## config.mk

```make
export PLATFORM = sky130hd
export DESIGN_NAME = multicycle_rv_core
export DESIGN_NICKNAME = d
export VERILOG_FILES = /design/src/rtl/multicycle_rv_core.sv
export SDC_FILE = /design/constraint.sdc
export NUM_CORES = 2
export LEC_CHECK = 0
export ABC_CLOCK_PERIOD_IN_PS = 15700
export CAP_MARGIN = 15
export CORE_AREA = 3 3 324 646
export DETAILED_ROUTE_END_ITERATION = 10
export DIE_AREA = 0 0 327 649
export DONT_BUFFER_PORTS = 1
export GPL_ROUTABILITY_DRIVEN = 0
export MAX_ROUTING_LAYER = met4
export PLACE_DENSITY = 0.62
export SETUP_SLACK_MARGIN = 0.02
export SYNTH_ARGS = -nofsm -noshare
export SYNTH_HDL_FRONTEND = slang
export SYNTH_SLANG_ARGS = --single-unit
export TNS_END_PERCENT = 50
```

## constraint.sdc

```tcl
create_clock -name clk -period 15.7 [get_ports clk]
set_input_delay 4.71 -clock clk [delete_from_list [all_inputs] [get_ports clk]]
set_output_delay 4.71 -clock clk [all_outputs]
set_load 0.01 [all_outputs]
```

## src/rtl/multicycle_rv_core.sv

```systemverilog
// Multi-cycle RV32I-subset core: FETCH/DECODE/EXECUTE/WRITE with one instruction in flight,
// halting on ECALL, illegal encodings or a taken branch to a misaligned target.
module multicycle_rv_core #(
  parameter int              XLEN     = 32,
  parameter int              NREG     = 32,
  parameter logic [XLEN-1:0] PC_RESET = {XLEN{1'b0}},
  parameter int              CNT_W    = 32
) (
  input  logic                    clk,
  input  logic                    rst,
  output logic                    imem_req,
  output logic [XLEN-1:0]         imem_addr,
  input  logic                    imem_rvalid,
  input  logic [31:0]             imem_rdata,
  input  logic [$clog2(NREG)-1:0] dbg_addr,
  output logic [XLEN-1:0]         dbg_data,
  output logic                    halted,
  output logic [1:0]              halt_cause,
  output logic [CNT_W-1:0]        retired
);
  localparam int AW = $clog2(NREG);
  localparam int SW = $clog2(XLEN);

  localparam logic [2:0] S_FETCH  = 3'd0;
  localparam logic [2:0] S_DECODE = 3'd1;
  localparam logic [2:0] S_EXEC   = 3'd2;
  localparam logic [2:0] S_WRITE  = 3'd3;
  localparam logic [2:0] S_HALT   = 3'd4;

  logic [2:0]      state;
  logic [XLEN-1:0] pc, op_a, op_b, imm, result, target, alu;
  logic [XLEN-1:0] rs1_val, rs2_val, imm_i, imm_b;
  logic [31:0]     instr;
  logic [1:0]      pend_cause, dec_cause;
  logic            br_taken, taken, legal;
  logic [XLEN-1:0] regs [NREG];

  logic [6:0] opcode, f7;
  logic [4:0] rd, rs1, rs2;
  logic [2:0] f3;
  logic       is_r, is_i, is_b, is_ecall;

  function automatic logic [XLEN-1:0] sext32(input logic [31:0] v);
    logic [XLEN-1:0] r;
    for (int i = 0; i < XLEN; i++) r[i] = v[(i < 32) ? i : 31];
    return r;
  endfunction

  function automatic logic reg_ok(input logic [4:0] idx);
    return ({27'd0, idx} < 32'(NREG));
  endfunction

  assign opcode   = instr[6:0];
  assign rd       = instr[11:7];
  assign f3       = instr[14:12];
  assign rs1      = instr[19:15];
  assign rs2      = instr[24:20];
  assign f7       = instr[31:25];
  assign is_r     = (opcode == 7'b0110011);
  assign is_i     = (opcode == 7'b0010011);
  assign is_b     = (opcode == 7'b1100011);
  assign is_ecall = (instr == 32'h0000_0073);

  assign rs1_val = regs[rs1[AW-1:0]];
  assign rs2_val = regs[rs2[AW-1:0]];
  assign imm_i   = sext32({{20{instr[31]}}, instr[31:20]});
  assign imm_b   = sext32({{19{instr[31]}}, instr[31], instr[7], instr[30:25], instr[11:8], 1'b0});

  assign imem_req  = (state == S_FETCH) && !rst;
  assign imem_addr = pc;
  // Debug port reads the array directly, so a same-cycle write is seen one cycle later
  assign dbg_data  = ((dbg_addr == {AW{1'b0}}) || (32'(dbg_addr) >= 32'(NREG))) ?
                     {XLEN{1'b0}} : regs[dbg_addr];

  // Legality and halt-cause decode of the captured instruction word
  always_comb begin
    legal     = 1'b0;
    dec_cause = 2'd0;
    case (opcode)
      7'b0110011: legal = ((f7 == 7'h00) || ((f7 == 7'h20) && ((f3 == 3'b000) || (f3 == 3'b101))))
                          && reg_ok(rd) && reg_ok(rs1) && reg_ok(rs2);
      7'b0010011: legal = reg_ok(rd) && reg_ok(rs1) &&
                          ((f3 == 3'b001) ? (f7 == 7'h00) :
                           (f3 == 3'b101) ? ((f7 == 7'h00) || (f7 == 7'h20)) : 1'b1);
      7'b1100011: legal = ((f3 == 3'b000) || (f3 == 3'b001)) && reg_ok(rs1) && reg_ok(rs2);
      default:    legal = 1'b0;
    endcase
    if (is_ecall)    dec_cause = 2'd1;
    else if (!legal) dec_cause = 2'd2;
    else             dec_cause = 2'd0;
  end

  // ALU and branch condition on the registered operands
  always_comb begin
    alu = {XLEN{1'b0}};
    case (f3)
      3'b000:  alu = (is_r && f7[5]) ? (op_a - op_b) : (op_a + op_b);
      3'b001:  alu = op_a << op_b[SW-1:0];
      3'b010:  alu = {{(XLEN-1){1'b0}}, ($signed(op_a) < $signed(op_b))};
      3'b011:  alu = {{(XLEN-1){1'b0}}, (op_a < op_b)};
      3'b100:  alu = op_a ^ op_b;
      3'b101:  alu = f7[5] ? XLEN'($signed(op_a) >>> op_b[SW-1:0]) : (op_a >> op_b[SW-1:0]);
      3'b110:  alu = op_a | op_b;
      3'b111:  alu = op_a & op_b;
      default: alu = {XLEN{1'b0}};
    endcase
    if (f3[0]) taken = is_b && (op_a != op_b);
    else       taken = is_b && (op_a == op_b);
  end

  // Main FSM, register file, PC, halt status and retire counter
  always_ff @(posedge clk) begin
    if (rst) begin
      state      <= S_FETCH;
      pc         <= PC_RESET;
      instr      <= 32'h0000_0000;
      op_a       <= {XLEN{1'b0}};
      op_b       <= {XLEN{1'b0}};
      imm        <= {XLEN{1'b0}};
      result     <= {XLEN{1'b0}};
      target     <= {XLEN{1'b0}};
      br_taken   <= 1'b0;
      pend_cause <= 2'd0;
      halted     <= 1'b0;
      halt_cause <= 2'd0;
      retired    <= {CNT_W{1'b0}};
      for (int i = 0; i < NREG; i++) regs[i] <= {XLEN{1'b0}};
    end else begin
      case (state)
        S_FETCH: begin
          if (imem_rvalid) begin
            instr <= imem_rdata;
            state <= S_DECODE;
          end
        end
        S_DECODE: begin
          op_a       <= rs1_val;
          op_b       <= is_i ? imm_i : rs2_val;
          imm        <= is_b ? imm_b : imm_i;
          pend_cause <= dec_cause;
          state      <= S_EXEC;
        end
        S_EXEC: begin
          result   <= alu;
          br_taken <= taken;
          target   <= pc + imm;
          // A misaligned target only faults when the branch is actually taken
          if ((pend_cause == 2'd0) && taken && ((pc[1:0] + imm[1:0]) != 2'b00))
            pend_cause <= 2'd3;
          state <= S_WRITE;
        end
        S_WRITE: begin
          if (pend_cause != 2'd0) begin
            halted     <= 1'b1;
            halt_cause <= pend_cause;
            state      <= S_HALT;
          end else begin
            if ((is_r || is_i) && (rd != 5'd0)) regs[rd[AW-1:0]] <= result;
            pc      <= br_taken ? target : (pc + XLEN'(4));
            retired <= retired + CNT_W'(1);
            state   <= S_FETCH;
          end
        end
        S_HALT: state <= S_HALT;
        default: begin
          halted     <= 1'b1;
          halt_cause <= 2'd2;
          state      <= S_HALT;
        end
      endcase
    end
  end
endmodule

```

==> images/clk_routes.png <==
(1 px per um)
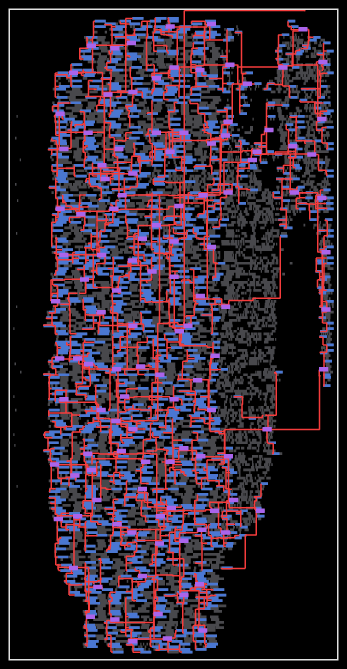
clock drivers: shown in purple, count 117. clock wires: shown in red, length 17300 um. flip-flops: shown in blue, count 1275.
There are 118 routed clock nets.
clk latency late pin: 790 ps
Layout Skew: 50.9 ps

==> reports/results.txt <==
Final core occ: 43.1%
Hold Slack: 453 ps
Log Warnings: 105
GR Layer Usage met3: 6.41%
Top cells excl fill/tap: edfxtp_1, mux4_2, and2_1, nor2_1, nand2_1
Tmin final: 11540 ps
Antenna cell count: 24
Clk pwr share: 33.8%
Seq_cells: 1275
Share of layout cells above drive strength 1: 24.3%
Worst setup EP type: output port
Top cells, area: edfxtp_1, mux4_2, and2_1
Fp_density: 39.9%
TritonCTS clock tree: built
Stages on worst setup path: 4
Pre-antenna DRT Iters: 6
Top power group: sequential cells
Multi-input logic area: 43600 sq um
Crit share post-route: 73.5%
Dominant cell area share: 37.6%
Dominant logic cell type in the layout: edfxtp_1
CTS max path bufs: 3
Met3 routed WL: 29200 um
Status: finished clean
Psw: 2680 uW
Mapped Cells: 6286
Post-Synth Adder-Cell Area: 2.06%
Seq/total area: 40.6%
Crit-path slowest cell: mux2i_1
Register area share after synthesis: 43.8%
Root Driver: clkbuf_16
Clk sinks: 1275
Total internal power: 6050 uW
==> images/layer_met4.png <==
(1 px per um) Supply wires on this layer in gray.
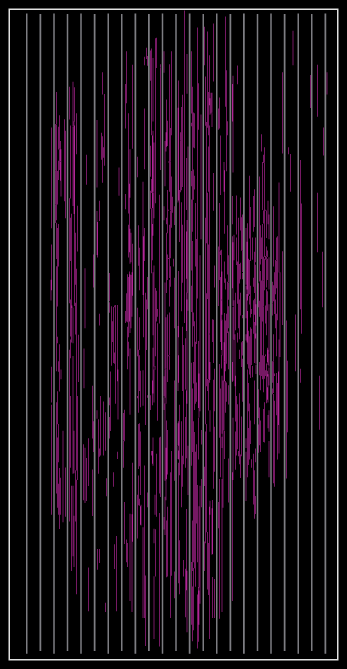
The layer carries 30.1 mm of wire. 290 nets have wire on it. The longest straight run is 312 um.

Power figures rest on the tool's default switching activity, not on a simulated workload.
